==> config.mk <==
export PLATFORM = sky130hd
export DESIGN_NAME = hazard_ctrl
export DESIGN_NICKNAME = d
export VERILOG_FILES = /design/src/rtl/hazard_ctrl.sv
export SDC_FILE = /design/constraint.sdc
export NUM_CORES = 1
export LEC_CHECK = 0
export ABC_AREA = 1
export CAP_MARGIN = 20
export CORE_MARGIN = 2
export CORE_UTILIZATION = 45
export DETAILED_ROUTE_END_ITERATION = 6
export HOLD_SLACK_MARGIN = 0.06
export PLACE_DENSITY = 0.82
export RECOVER_POWER = 50
export SKIP_CTS_REPAIR_TIMING = 1
export SYNTH_ARGS = -nofsm -noshare
export SYNTH_HDL_FRONTEND = slang
export SYNTH_SLANG_ARGS = --single-unit
==> constraint.sdc <==
create_clock -name clk -period 3.5 [get_ports clk]
set_input_delay 0.7 -clock clk [delete_from_list [all_inputs] [get_ports clk]]
set_output_delay 0.7 -clock clk [all_outputs]
set_load 0.03 [all_outputs]
==> src/rtl/hazard_ctrl.sv <==
// hazard_ctrl: pipeline stall/flush controller for a five-stage in-order core.
// Resolves load-use hazards (one bubble), taken branches (three-stage flush)
// and data-memory waits (full freeze with a timeout into a sticky error state).
// Optional build macro HAZARD_STATS_EN adds saturating stall/flush counters.
module hazard_ctrl #(
    parameter int TIMEOUT = 16
) (
    input  logic       clk,
    input  logic       rst_n,
    input  logic [4:0] id_rs1,
    input  logic [4:0] id_rs2,
    input  logic       id_uses_rs2,
    input  logic [4:0] ex_rd,
    input  logic       ex_mem_re,
    input  logic       branch_taken,
    input  logic       dmem_req,
    input  logic       dmem_ready,
    output logic       pc_en,
    output logic       if_id_en,
    output logic       id_ex_en,
    output logic       ex_mem_en,
    output logic       if_id_flush,
    output logic       id_ex_flush,
    output logic       ex_mem_flush,
    output logic       mem_wb_flush,
    output logic [1:0] fsm_state,
    output logic       err
`ifdef HAZARD_STATS_EN
    ,
    output logic [15:0] stall_cycles,
    output logic [15:0] flush_events
`endif
);

    typedef enum logic [1:0] {
        RUN  = 2'd0,
        WAIT = 2'd1,
        ERR  = 2'd2
    } state_t;

    // Control vector order:
    // {pc_en, if_id_en, id_ex_en, ex_mem_en, if_id_flush, id_ex_flush, ex_mem_flush, mem_wb_flush}
    localparam logic [7:0] CTL_NORMAL = 8'b1111_0000;
    localparam logic [7:0] CTL_BRANCH = 8'b1111_1110;
    localparam logic [7:0] CTL_LDUSE  = 8'b0011_0100;
    localparam logic [7:0] CTL_FREEZE = 8'b0000_0001;
    localparam logic [7:0] TIMEOUT_CNT = 8'(TIMEOUT);

    state_t     state_q, state_d;
    logic [7:0] wait_cnt_q, wait_cnt_d;
    logic       load_use;
    logic [7:0] run_ctl;
    logic [7:0] ctl;

    assign load_use = ex_mem_re && (ex_rd != 5'd0) &&
                      ((ex_rd == id_rs1) || (id_uses_rs2 && (ex_rd == id_rs2)));

    // Normal-flow decision: a taken branch discards the younger instructions,
    // so a load-use hazard seen alongside it is moot.
    always_comb begin
        run_ctl = CTL_NORMAL;
        if (branch_taken) begin
            run_ctl = CTL_BRANCH;
        end else if (load_use) begin
            run_ctl = CTL_LDUSE;
        end
    end

    // Next-state and output decode; memory waits outrank all other events.
    always_comb begin
        state_d    = state_q;
        wait_cnt_d = wait_cnt_q;
        ctl        = run_ctl;
        err        = 1'b0;
        case (state_q)
            RUN: begin
                if (dmem_req && !dmem_ready) begin
                    ctl        = CTL_FREEZE;
                    state_d    = WAIT;
                    wait_cnt_d = 8'd1;
                end
            end
            WAIT: begin
                if (dmem_ready) begin
                    state_d    = RUN;
                    wait_cnt_d = 8'd0;
                end else begin
                    ctl = CTL_FREEZE;
                    if (wait_cnt_q == TIMEOUT_CNT) begin
                        state_d = ERR;
                    end else begin
                        wait_cnt_d = wait_cnt_q + 8'd1;
                    end
                end
            end
            ERR: begin
                ctl = CTL_FREEZE;
                err = 1'b1;
            end
            default: begin
                state_d    = RUN;
                wait_cnt_d = 8'd0;
            end
        endcase
    end

    assign {pc_en, if_id_en, id_ex_en, ex_mem_en,
            if_id_flush, id_ex_flush, ex_mem_flush, mem_wb_flush} = ctl;
    assign fsm_state = state_q;

    // State and wait counter registers; reset abandons any stall in progress.
    always_ff @(posedge clk or negedge rst_n) begin
        if (!rst_n) begin
            state_q    <= RUN;
            wait_cnt_q <= 8'd0;
        end else begin
            state_q    <= state_d;
            wait_cnt_q <= wait_cnt_d;
        end
    end

`ifdef HAZARD_STATS_EN
    logic [15:0] stall_cnt_q, stall_cnt_d;
    logic [15:0] flush_cnt_q, flush_cnt_d;

    // Saturating event counters: cycles with the PC held, and branch flushes
    // (if_id_flush is raised only by a taken branch).
    always_comb begin
        stall_cnt_d = stall_cnt_q;
        flush_cnt_d = flush_cnt_q;
        if (!pc_en && (stall_cnt_q != 16'hFFFF)) begin
            stall_cnt_d = stall_cnt_q + 16'd1;
        end
        if (if_id_flush && (flush_cnt_q != 16'hFFFF)) begin
            flush_cnt_d = flush_cnt_q + 16'd1;
        end
    end

    // Counter registers.
    always_ff @(posedge clk or negedge rst_n) begin
        if (!rst_n) begin
            stall_cnt_q <= 16'd0;
            flush_cnt_q <= 16'd0;
        end else begin
            stall_cnt_q <= stall_cnt_d;
            flush_cnt_q <= flush_cnt_d;
        end
    end

    assign stall_cycles = stall_cnt_q;
    assign flush_events = flush_cnt_q;
`endif

endmodule

### Supply network

Pins as bars on the die edge. Tap cells in gray.
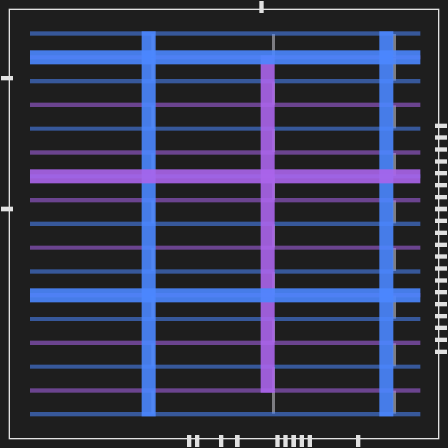
[purple] VDD
[blue] VSS
rows: 16
met5 straps: 3
core area: 1940 um^2
maximum ir drop on the vdd rail: 0.000154 V
y dimension of the die: 48.9 um
DIE WIDTH: 48.9 um

### Gate families picked out

Scale bar: 10 um.
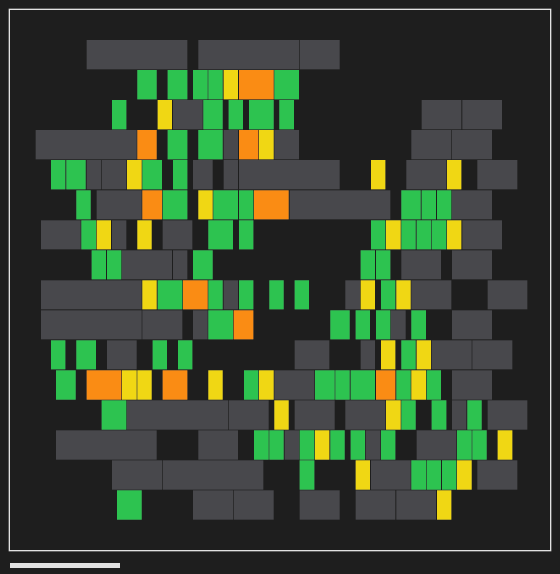
[yellow] inverters | cells: 28
[orange] inverting AOI/OAI gates | cells: 10
[green] NAND gates | cells: 75 | where: spread over the die
logic share of the area: 41.0%
non-filler cells, final: 206

==> summary.txt <==
Status of the implementation.

- The run finished with clean final reports.
- Hold timing on the final database bottoms out at a slack of about 0.57 ns.
- The net switching power is just under 0.07 mW, for reference.
- The number of synthesized register bits is 10, for reference.
- The number of instances in the placed design is about 200, for reference.
- The synthesis warning total is 0, for reference.
- The clock period could shrink to roughly 3.3 ns.
- The number of multi-input combinational cells is roughly 110, for reference.
- The area taken by multi-input combinational cells is reported as 509 um^2.
- The layout summary lists the proportion of cells stronger than drive strength 1 as about 6.7%.
- On met1, the global router reports a usage of between 20% and 30%.
- The final hold violation count recorded for this run is 0.
- STA lists the startpoint of the worst register-to-register path as fsm_state[1]$_DFFE_PN0P_.
- According to the hold report, the worst path is of the reg -> reg type.
- The complex-gate fraction of the synthesized area is about a tenth, for reference.
- The placer congestion estimate is 0.904, for reference.
- The first-pass GRT wire length is between 4000 and 5000 um, for reference.
- The capturing element of the worst setup path is if_id_en, for reference.
- The post-detailed-routing wire length is 2300 um, for reference.
- The total power is 0.260 mW, for reference.
- The sequential fraction of design power is a little under half, for reference.
- Per report_power, the clock group accounts for roughly 30% of the total.
- On met2, the global router reports a usage of a little under two fifths.
- The highest metal layer used by the detailed router is met4, for reference.
- The flow inserted 27 tap cells.
- Of the total standard cell area in the layout, the sequential portion is between 20% and 30%.
- The cell group occupying the most layout area is multi-input combinational cells, for reference.
- At the later pin of the worst-skew pair, clock insertion delay measures 0.27 ns.
- The setup-violating endpoint count in the final report is 0, for reference.
- The hold path endpoint is wait_cnt_q[7]$_DFFE_PN0P_, for reference.
- The stage-log warning count is 27, for reference.
- The synthesized area per cell is ~6.2 um^2, for reference.
- The sort of element at the end of the critical path is a primary output, for reference.
- The register with the most flip-flops is wait_cnt_q, for reference.
- CTS built an H-tree with a depth of 1.
- The cell-mix breakdown from Yosys lists the XOR/XNOR area share as 0.964%.
- The final net count is a little over 200, for reference.
- The number of buffers outside the clock class in the layout is 32, for reference.
- The area taken by flip-flops and latches is around 250 um^2, for reference.
- The clock tree cell share of total cell area is between 1.5 and 2%, for reference.
- The most common logic cells in the final layout are sky130_fd_sc_hd__nand2_1, sky130_fd_sc_hd__clkdlybuf4s50_1, sky130_fd_sc_hd__inv_1.
- The estimated wirelength of the detail-placed design is 1870 um, for reference.
- After Yosys synthesis, full adders, half adders and majority gates account for 2.75% of the synthesized area.
- The global-route layer with the greatest usage is met2, for reference.
- The remaining max-slew budget at the tightest pin is between 60 and 70%, for reference.
- The I/O pin total is 33, for reference.
- The cell count in the Yosys report is 147, for reference.
- The power density over the cells is 209 nW/um^2, for reference.
- Before any placement, the netlist area is recorded as slightly above 900 um^2.
- The via total after detailed routing is 1,056, for reference.
- The number of cells on the worst hold path is 2, for reference.
- The repair_antennas step left the layout with diodes totalling 0.
- The number of nets with antenna violations after detailed routing is 0, for reference.
- STA shows the worst reg2reg path with a cell count of 7.
- The number of max-capacitance violations reported is 0, for reference.
- The via count of the first global-routing pass is 984, for reference.
- In the log, the iteration count for the first detailed-route pass is 4.
- The detailed router's first-iteration violation count is 20, for reference.
- The pin count of the biggest net entering global routing is 11, for reference.
- The routed design shows a via density per instance of between 5 and 6.
- In the per-layer summary, the met1 wirelength comes to slightly below 1000 um.
- Leaving out the clock tree, the finished layout contains an inverter count of 28.
- Summed over all nets, wire length on met3 after detailed routing comes to ~180 um.
- The register-to-register setup slack is between 1.5 and 2 ns, for reference.
- TritonCTS built the clock tree.
- The clock root buffer is sky130_fd_sc_hd__clkbuf_4, for reference.
- The internal cell power is between 0.15 and 0.2 mW, for reference.
- The number of buffers created by CTS is 3, for reference.
- Counting the fill cells in the layout gives ~180.
- The arrival time of the worst setup path is 2.56 ns, for reference.
- The layout overhead on the synthesized area is 36.6%, for reference.
- For the worst reg-to-reg path, the endpoint reported by OpenROAD is wait_cnt_q[0]$_DFFE_PN0P_.
- The worst setup path startpoint is dmem_ready, for reference.
- The simple logic cell fraction of the synthesized area is a little under half, for reference.
- Setup repair after global routing left no endpoint under its margin.
- The routed wire length on met2 is approximately 1100 um, for reference.
- The total nets after synthesis is between 150 and 200, for reference.
- The number of antenna violations at the first check in global routing is 0, for reference.
- The analysis attributes to cell leakage a power of 0.653 nW.
- Row generation in the floorplan step produced 16 rows.
-- critical path, stage by stage --
cell	delay, ns
sky130_fd_sc_hd__clkdlybuf4s50_1	0.56
sky130_fd_sc_hd__inv_2	0.10
sky130_fd_sc_hd__nand2_1	0.09
sky130_fd_sc_hd__nand2_1	0.05
sky130_fd_sc_hd__nand2_1	0.16
sky130_fd_sc_hd__nand2_1	0.11
sky130_fd_sc_hd__nand2_1	0.10
sky130_fd_sc_hd__clkdlybuf4s50_1	0.68
-- cell usage after synthesis --
cell / instances / area [um^2]
sky130_fd_sc_hd__nand2_1: 50 / 188
sky130_fd_sc_hd__inv_1: 27 / 101
sky130_fd_sc_hd__nor2_1: 13 / 48.8
sky130_fd_sc_hd__nand3_1: 12 / 60.1
sky130_fd_sc_hd__dfrtp_1: 10 / 250
sky130_fd_sc_hd__nand4_1: 9 / 56.3
sky130_fd_sc_hd__o21ai_0: 4 / 20.0
sky130_fd_sc_hd__buf_4: 3 / 22.5
sky130_fd_sc_hd__nand2_2: 3 / 18.8
sky130_fd_sc_hd__o21ai_2: 3 / 26.3
sky130_fd_sc_hd__ha_1: 2 / 25.0
sky130_fd_sc_hd__o22ai_1: 2 / 12.5
sky130_fd_sc_hd__a21oi_4: 1 / 16.3
sky130_fd_sc_hd__a22o_2: 1 / 10.0
sky130_fd_sc_hd__inv_2: 1 / 3.75
sky130_fd_sc_hd__nand2_4: 1 / 11.3
sky130_fd_sc_hd__nor2_4: 1 / 11.3
sky130_fd_sc_hd__nor3_1: 1 / 5.00
sky130_fd_sc_hd__nor4_1: 1 / 6.26
sky130_fd_sc_hd__or2_2: 1 / 6.26
sky130_fd_sc_hd__xnor2_1: 1 / 8.76
Power is estimated from default activity; no workload was simulated.
